`config.mk`:
```
export PLATFORM = sky130hd
export DESIGN_NAME = uart_word_xcvr_flat
export DESIGN_NICKNAME = d
export VERILOG_FILES = /design/src/rtl/uart_word_xcvr_if.sv /design/src/rtl/uart_word_xcvr.sv /design/src/flat_wrapper.sv
export SDC_FILE = /design/constraint.sdc
export NUM_CORES = 1
export LEC_CHECK = 0
export ABC_AREA = 0
export CAP_MARGIN = 20
export CORE_ASPECT_RATIO = 0.9
export CORE_UTILIZATION = 40
export CTS_BUF_LIST = sky130_fd_sc_hd__clkbuf_8
export CTS_CLUSTER_SIZE = 30
export DETAILED_ROUTE_END_ITERATION = 8
export MAX_ROUTING_LAYER = met4
export PLACE_DENSITY = 0.67
export SLEW_MARGIN = 5
export SYNTH_ARGS = -nofsm -noshare
export SYNTH_HDL_FRONTEND = slang
export SYNTH_SLANG_ARGS = --single-unit
```
`constraint.sdc`:
```
create_clock -name CLK -period 2 [get_ports CLK]
set_input_delay 0.2 -clock CLK [delete_from_list [all_inputs] [get_ports CLK]]
set_output_delay 0.2 -clock CLK [all_outputs]
set_load 0.01 [all_outputs]
```
`src/rtl/uart_word_xcvr_if.sv`:
```
// Word-level bus of uart_word_xcvr: TX handshake, both serial lines and RX status.
// The slave modport is the transceiver's view; the master modport is the host's view.
interface uart_word_xcvr_if #(
  parameter int DATA_W = 32
);
  logic              Tx_Start;
  logic [DATA_W-1:0] Data_Tx;
  logic              Tx_Busy;
  logic              OUT_ser;
  logic              Rx;
  logic              CLR_Rx;
  logic [DATA_W-1:0] Data_Rx;
  logic              Data_Ready;
  logic              Parity_ERR;
  logic              Framing_ERR;
  logic              Overrun_ERR;

  modport master (
    output Tx_Start, Data_Tx, Rx, CLR_Rx,
    input  Tx_Busy, OUT_ser, Data_Rx, Data_Ready, Parity_ERR, Framing_ERR, Overrun_ERR
  );

  modport slave (
    input  Tx_Start, Data_Tx, Rx, CLR_Rx,
    output Tx_Busy, OUT_ser, Data_Rx, Data_Ready, Parity_ERR, Framing_ERR, Overrun_ERR
  );
endinterface

```
`src/rtl/uart_word_xcvr.sv`:
```
// Full-duplex UART carrying one DATA_W-bit word per frame, LSB first.
// Define UART_PARITY_EN to send and check a parity bit of sense PARITY_ODD.
//
// state     | meaning
// TX_IDLE   | line high, accepts Tx_Start
// TX_START  | start bit
// TX_DATA   | payload bits from the shift register
// TX_PARITY | parity bit
// TX_STOP   | STOP_BITS stop bits
// RX_ARM    | wait for a high line before hunting for starts
// RX_IDLE   | wait for a low line
// RX_START  | re-check the start bit at half a bit
// RX_DATA   | sample payload mid-bit
// RX_PARITY | sample parity mid-bit
// RX_STOP   | sample stop bits mid-bit, deliver the word on the last one
module uart_word_xcvr #(
  parameter int DATA_W       = 32,
  parameter int CLKS_PER_BIT = 434,
  parameter int PARITY_ODD   = 0,
  parameter int STOP_BITS    = 1
) (
  input logic             CLK,
  input logic             RST,
  uart_word_xcvr_if.slave bus
);

  localparam int CNT_W = $clog2(CLKS_PER_BIT);
  localparam int BIT_W = (DATA_W > 1) ? $clog2(DATA_W) : 1;
  localparam logic [CNT_W-1:0] BIT_LAST  = CNT_W'(CLKS_PER_BIT - 1);
  localparam logic [CNT_W-1:0] HALF_LAST = CNT_W'(CLKS_PER_BIT / 2 - 1);
  localparam logic [BIT_W-1:0] DATA_LAST = BIT_W'(DATA_W - 1);
  localparam logic [BIT_W-1:0] STOP_LAST = BIT_W'(STOP_BITS - 1);
  localparam logic             ODD       = (PARITY_ODD != 0);

  typedef enum logic [2:0] {TX_IDLE, TX_START, TX_DATA, TX_PARITY, TX_STOP} tx_state_e;
  typedef enum logic [2:0] {RX_ARM, RX_IDLE, RX_START, RX_DATA, RX_PARITY, RX_STOP} rx_state_e;

  tx_state_e         tx_state_q, tx_state_d;
  logic [CNT_W-1:0]  tx_cnt_q, tx_cnt_d;
  logic [BIT_W-1:0]  tx_bit_q, tx_bit_d;
  logic [DATA_W-1:0] tx_shift_q, tx_shift_d;
  logic              tx_par_q, tx_par_d;

  rx_state_e         rx_state_q, rx_state_d;
  logic [CNT_W-1:0]  rx_cnt_q, rx_cnt_d;
  logic [BIT_W-1:0]  rx_bit_q, rx_bit_d;
  logic [DATA_W-1:0] rx_shift_q, rx_shift_d;
  logic              rx_pbit_q, rx_pbit_d;
  logic              rx_fbad_q, rx_fbad_d;
  logic              rx_meta_q, rx_sync_q;
  logic [DATA_W:0]   rx_cat;
  logic              rx_done;

  logic [DATA_W-1:0] data_rx_q, data_rx_d;
  logic              ready_q, ready_d;
  logic              perr_q, perr_d;
  logic              ferr_q, ferr_d;
  logic              ovr_q, ovr_d;

  always_ff @(posedge CLK) begin
    if (RST) begin
      tx_state_q <= TX_IDLE;
      tx_cnt_q   <= '0;
      tx_bit_q   <= '0;
      tx_shift_q <= '0;
      tx_par_q   <= 1'b0;
    end else begin
      tx_state_q <= tx_state_d;
      tx_cnt_q   <= tx_cnt_d;
      tx_bit_q   <= tx_bit_d;
      tx_shift_q <= tx_shift_d;
      tx_par_q   <= tx_par_d;
    end
  end

  always_comb begin
    tx_state_d = tx_state_q;
    tx_cnt_d   = tx_cnt_q;
    tx_bit_d   = tx_bit_q;
    tx_shift_d = tx_shift_q;
    tx_par_d   = tx_par_q;
    if (tx_state_q == TX_IDLE) begin
      if (bus.Tx_Start) begin
        tx_state_d = TX_START;
        tx_cnt_d   = BIT_LAST;
        tx_shift_d = bus.Data_Tx;
        tx_par_d   = (^bus.Data_Tx) ^ ODD;
      end
    end else if (tx_cnt_q != '0) begin
      tx_cnt_d = tx_cnt_q - CNT_W'(1);
    end else begin
      tx_cnt_d = BIT_LAST;
      case (tx_state_q)
        TX_START: begin
          tx_state_d = TX_DATA;
          tx_bit_d   = DATA_LAST;
        end
        TX_DATA: begin
          tx_shift_d = tx_shift_q >> 1;
          if (tx_bit_q != '0) begin
            tx_bit_d = tx_bit_q - BIT_W'(1);
          end else begin
`ifdef UART_PARITY_EN
            tx_state_d = TX_PARITY;
`else
            tx_state_d = TX_STOP;
`endif
            tx_bit_d = STOP_LAST;
          end
        end
        TX_PARITY: tx_state_d = TX_STOP;
        TX_STOP: begin
          if (tx_bit_q != '0) tx_bit_d = tx_bit_q - BIT_W'(1);
          else tx_state_d = TX_IDLE;
        end
        default: tx_state_d = TX_IDLE;
      endcase
    end
  end

  always_comb begin
    bus.Tx_Busy = (tx_state_q != TX_IDLE);
    case (tx_state_q)
      TX_START:  bus.OUT_ser = 1'b0;
      TX_DATA:   bus.OUT_ser = tx_shift_q[0];
      TX_PARITY: bus.OUT_ser = tx_par_q;
      default:   bus.OUT_ser = 1'b1;
    endcase
  end

  always_ff @(posedge CLK) begin
    if (RST) begin
      rx_meta_q  <= 1'b1;
      rx_sync_q  <= 1'b1;
      rx_state_q <= RX_ARM;
      rx_cnt_q   <= '0;
      rx_bit_q   <= '0;
      rx_shift_q <= '0;
      rx_pbit_q  <= 1'b0;
      rx_fbad_q  <= 1'b0;
      data_rx_q  <= '0;
      ready_q    <= 1'b0;
      perr_q     <= 1'b0;
      ferr_q     <= 1'b0;
      ovr_q      <= 1'b0;
    end else begin
      rx_meta_q  <= bus.Rx;
      rx_sync_q  <= rx_meta_q;
      rx_state_q <= rx_state_d;
      rx_cnt_q   <= rx_cnt_d;
      rx_bit_q   <= rx_bit_d;
      rx_shift_q <= rx_shift_d;
      rx_pbit_q  <= rx_pbit_d;
      rx_fbad_q  <= rx_fbad_d;
      data_rx_q  <= data_rx_d;
      ready_q    <= ready_d;
      perr_q     <= perr_d;
      ferr_q     <= ferr_d;
      ovr_q      <= ovr_d;
    end
  end

  assign rx_cat = {rx_sync_q, rx_shift_q};

  always_comb begin
    rx_state_d = rx_state_q;
    rx_cnt_d   = rx_cnt_q;
    rx_bit_d   = rx_bit_q;
    rx_shift_d = rx_shift_q;
    rx_pbit_d  = rx_pbit_q;
    rx_fbad_d  = rx_fbad_q;
    case (rx_state_q)
      RX_ARM: if (rx_sync_q) rx_state_d = RX_IDLE;
      RX_IDLE: begin
        if (!rx_sync_q) begin
          rx_state_d = RX_START;
          rx_cnt_d   = HALF_LAST;
        end
      end
      default: begin
        if (rx_cnt_q != '0) begin
          rx_cnt_d = rx_cnt_q - CNT_W'(1);
        end else begin
          rx_cnt_d = BIT_LAST;
          case (rx_state_q)
            RX_START: begin
              // a start bit that is gone by mid-bit was a glitch
              if (rx_sync_q) begin
                rx_state_d = RX_IDLE;
              end else begin
                rx_state_d = RX_DATA;
                rx_bit_d   = DATA_LAST;
              end
            end
            RX_DATA: begin
              rx_shift_d = rx_cat[DATA_W:1];
              if (rx_bit_q != '0) begin
                rx_bit_d = rx_bit_q - BIT_W'(1);
              end else begin
`ifdef UART_PARITY_EN
                rx_state_d = RX_PARITY;
`else
                rx_state_d = RX_STOP;
`endif
                rx_bit_d  = STOP_LAST;
                rx_fbad_d = 1'b0;
              end
            end
            RX_PARITY: begin
              rx_pbit_d  = rx_sync_q;
              rx_state_d = RX_STOP;
            end
            RX_STOP: begin
              rx_fbad_d = rx_fbad_q | ~rx_sync_q;
              if (rx_bit_q != '0) rx_bit_d = rx_bit_q - BIT_W'(1);
              else rx_state_d = RX_IDLE;
            end
            default: rx_state_d = RX_ARM;
          endcase
        end
      end
    endcase
  end

  always_comb begin
    rx_done   = (rx_state_q == RX_STOP) && (rx_cnt_q == '0) && (rx_bit_q == '0);
    data_rx_d = rx_done ? rx_shift_q : data_rx_q;
    ready_d   = rx_done | (ready_q & ~bus.CLR_Rx);
    // an acknowledge landing with a new word retires the old one, so no overrun
    ovr_d     = rx_done ? (ready_q & ~bus.CLR_Rx) : (ovr_q & ~bus.CLR_Rx);
    ferr_d    = rx_done ? (rx_fbad_q | ~rx_sync_q) : ferr_q;
`ifdef UART_PARITY_EN
    perr_d    = rx_done ? ((^rx_shift_q) ^ rx_pbit_q ^ ODD) : perr_q;
`else
    perr_d    = 1'b0;
`endif
  end

`ifndef UART_PARITY_EN
  logic unused_pbit;
  assign unused_pbit = rx_pbit_q;
`endif

  assign bus.Data_Rx     = data_rx_q;
  assign bus.Data_Ready  = ready_q;
  assign bus.Parity_ERR  = perr_q;
  assign bus.Framing_ERR = ferr_q;
  assign bus.Overrun_ERR = ovr_q;

endmodule

```
`src/flat_wrapper.sv`:
```
// flat-port wrapper written by rule: the top's interface ports become plain ports
module uart_word_xcvr_flat 
#(
  parameter int DATA_W       = 32,
  parameter int CLKS_PER_BIT = 434,
  parameter int PARITY_ODD   = 0,
  parameter int STOP_BITS    = 1
)
  (CLK, RST, bus_Tx_Start, bus_Data_Tx, bus_Rx, bus_CLR_Rx, bus_Tx_Busy, bus_OUT_ser, bus_Data_Rx, bus_Data_Ready, bus_Parity_ERR, bus_Framing_ERR, bus_Overrun_ERR);
  uart_word_xcvr_if #(.DATA_W(DATA_W)) bus_i ();
  input logic CLK;
  input logic RST;
  input wire logic [$bits(bus_i.Tx_Start)-1:0] bus_Tx_Start;
  input wire logic [$bits(bus_i.Data_Tx)-1:0] bus_Data_Tx;
  input wire logic [$bits(bus_i.Rx)-1:0] bus_Rx;
  input wire logic [$bits(bus_i.CLR_Rx)-1:0] bus_CLR_Rx;
  output wire logic [$bits(bus_i.Tx_Busy)-1:0] bus_Tx_Busy;
  output wire logic [$bits(bus_i.OUT_ser)-1:0] bus_OUT_ser;
  output wire logic [$bits(bus_i.Data_Rx)-1:0] bus_Data_Rx;
  output wire logic [$bits(bus_i.Data_Ready)-1:0] bus_Data_Ready;
  output wire logic [$bits(bus_i.Parity_ERR)-1:0] bus_Parity_ERR;
  output wire logic [$bits(bus_i.Framing_ERR)-1:0] bus_Framing_ERR;
  output wire logic [$bits(bus_i.Overrun_ERR)-1:0] bus_Overrun_ERR;
  assign bus_i.Tx_Start = bus_Tx_Start;
  assign bus_i.Data_Tx = bus_Data_Tx;
  assign bus_i.Rx = bus_Rx;
  assign bus_i.CLR_Rx = bus_CLR_Rx;
  assign bus_Tx_Busy = bus_i.Tx_Busy;
  assign bus_OUT_ser = bus_i.OUT_ser;
  assign bus_Data_Rx = bus_i.Data_Rx;
  assign bus_Data_Ready = bus_i.Data_Ready;
  assign bus_Parity_ERR = bus_i.Parity_ERR;
  assign bus_Framing_ERR = bus_i.Framing_ERR;
  assign bus_Overrun_ERR = bus_i.Overrun_ERR;
  uart_word_xcvr #(.DATA_W(DATA_W), .CLKS_PER_BIT(CLKS_PER_BIT), .PARITY_ODD(PARITY_ODD), .STOP_BITS(STOP_BITS)) u_core (.CLK(CLK), .RST(RST), .bus(bus_i));
endmodule
```
Figure 1. Pin map.
The bar under the picture is 50 µm long. Pins as bars across the die edge, other pins in gray.
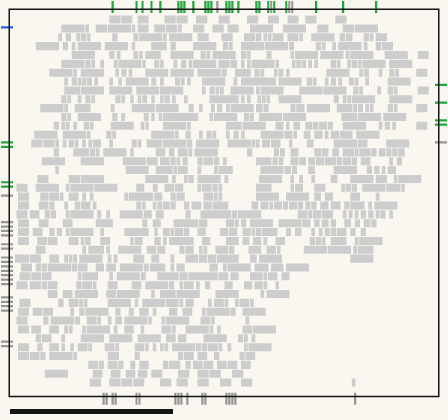
| color | port | pins | direction | edge |
|---|---|---|---|---|
| blue | CLK | 1 | input | left |
| green | bus_Data_Rx | 32 | output | 24 top, 4 right, 4 left |

Figure 2. Placement view.
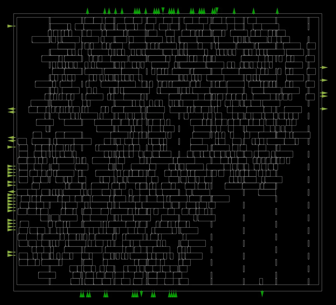
Flops: 137
# Taps: 198

Figure 3. Signal wires on met3.
The bar under the picture is 50 µm long.
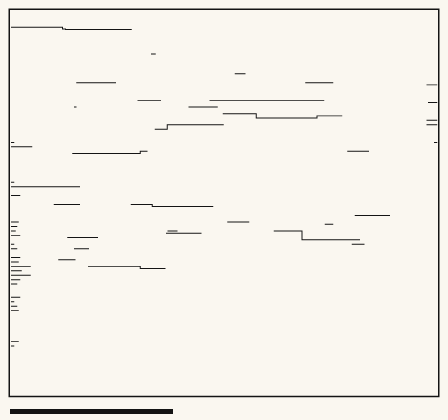
nets with wire on the layer: 44
longest straight run: 35.0 µm
main direction: horizontal
share of all routed wire: 3.2%
wire length on this layer: 430 µm

Figure 4. Drive-strength map.
The bar under the picture is 50 µm long.
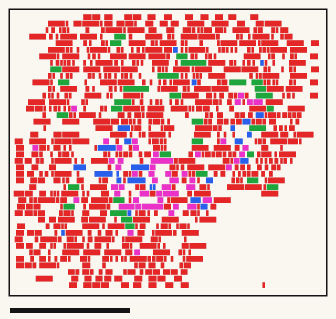
| color | size | cells | share |
|---|---|---|---|
| green | drive 6 and up | 31 | 3.6% |
| magenta | drive 3 to 4 | 49 | 5.7% |
| red | drive 1 or less | 751 | 88% |
| blue | drive 2 | 25 | 2.9% |

Figure 5. Signal wires by layer.
The bar under the picture is 50 µm long.
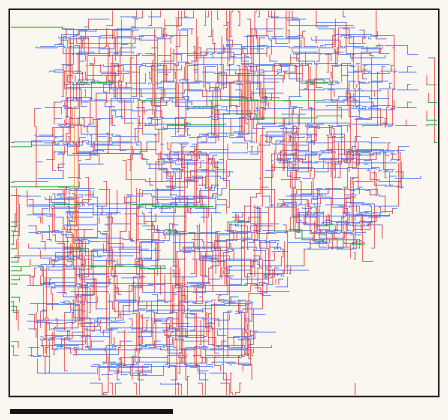
| color | layer | wire length |
|---|---|---|
| blue | met1 | 6710 µm |
| orange | met4 | 133 µm |
| green | met3 | 430 µm |
| red | met2 | 6090 µm |

==> results.py <==
# Metrics from the implementation run
metrics = {
    "final_timing": {
        "setup_slack_ns": -0.0144,
        "setup_viol": 3,
        "fmax_ghz": 0.496,
        "hold_viol_final": 0,
        "period_minus_slack_ns": 2.01,
        "rsz0062_at_grt": "true",
    },
    "cells_and_area": {
        "comb-cell-share_pct": 40.3,
        "finalInstanceArea_mm2": 0.00766,
        "layout.nets": 884,
        "drive_gt1_share_pct": 12.3,
    },
    "synth": {
        "yosys.area_share.simple_pct": 21.3,
        "synthTopCellsByCount": "nand2_1, dfxtp_1, a21oi_1",
        "yosys_warnings": 0,
        "synthFlopType": "dfxtp_1",
        "synthMuxAreaShare_pct": 0.663,
        "avgSynthCellArea_um2": 7.88,
        "top_cells_by_area": "dfxtp_1, nand2_1, a21oi_1",
        "synth-async-reset-ratio_pct": 0,
    },
    "clocking": {
        "cts-root-buf": "clkbuf_8",
        "cts.sinks": 137,
        "cts-htree-levels": 4,
    },
    "pwr": {
        "p_seq_share_pct": 46.2,
        "combinationalPower_mw": 1.18,
    },
    "status": {
        "violations": "negative setup slack",
        "status": "complete, but fails checks",
    },
    "critical_path": {
        "r2r-end": "u_core.tx_bit_q[0]$_SDFFE_PP0P_",
        "worstPathRequired_ns": 2.37,
        "crit_start": "u_core.tx_cnt_q[1]$_SDFFE_PP0P_",
        "cp_slowest_stage_delay_ns": 0.39,
        "crit_path_start_kind": "flop",
        "cp.arrival_ns": 2.39,
        "cp_max_fo": 8,
    },
    "global_route": {
        "antenna_found_initial": 0,
        "grt_first_pass_wirelength_um": 22700,
    },
    "floorplan": {
        "fp-utilization_pct": 41.0,
        "fp-row-count": 42,
        "die-area_mm2": 0.0156,
    },
    "route": {
        "drc": 0,
        "wl_met1_um": 6710,
        "drtIter0Drc": 335,
    },
    "job": {
        "warnings": 28,
    },
}
No activity file was given, so power comes from the tool's default toggle rates.
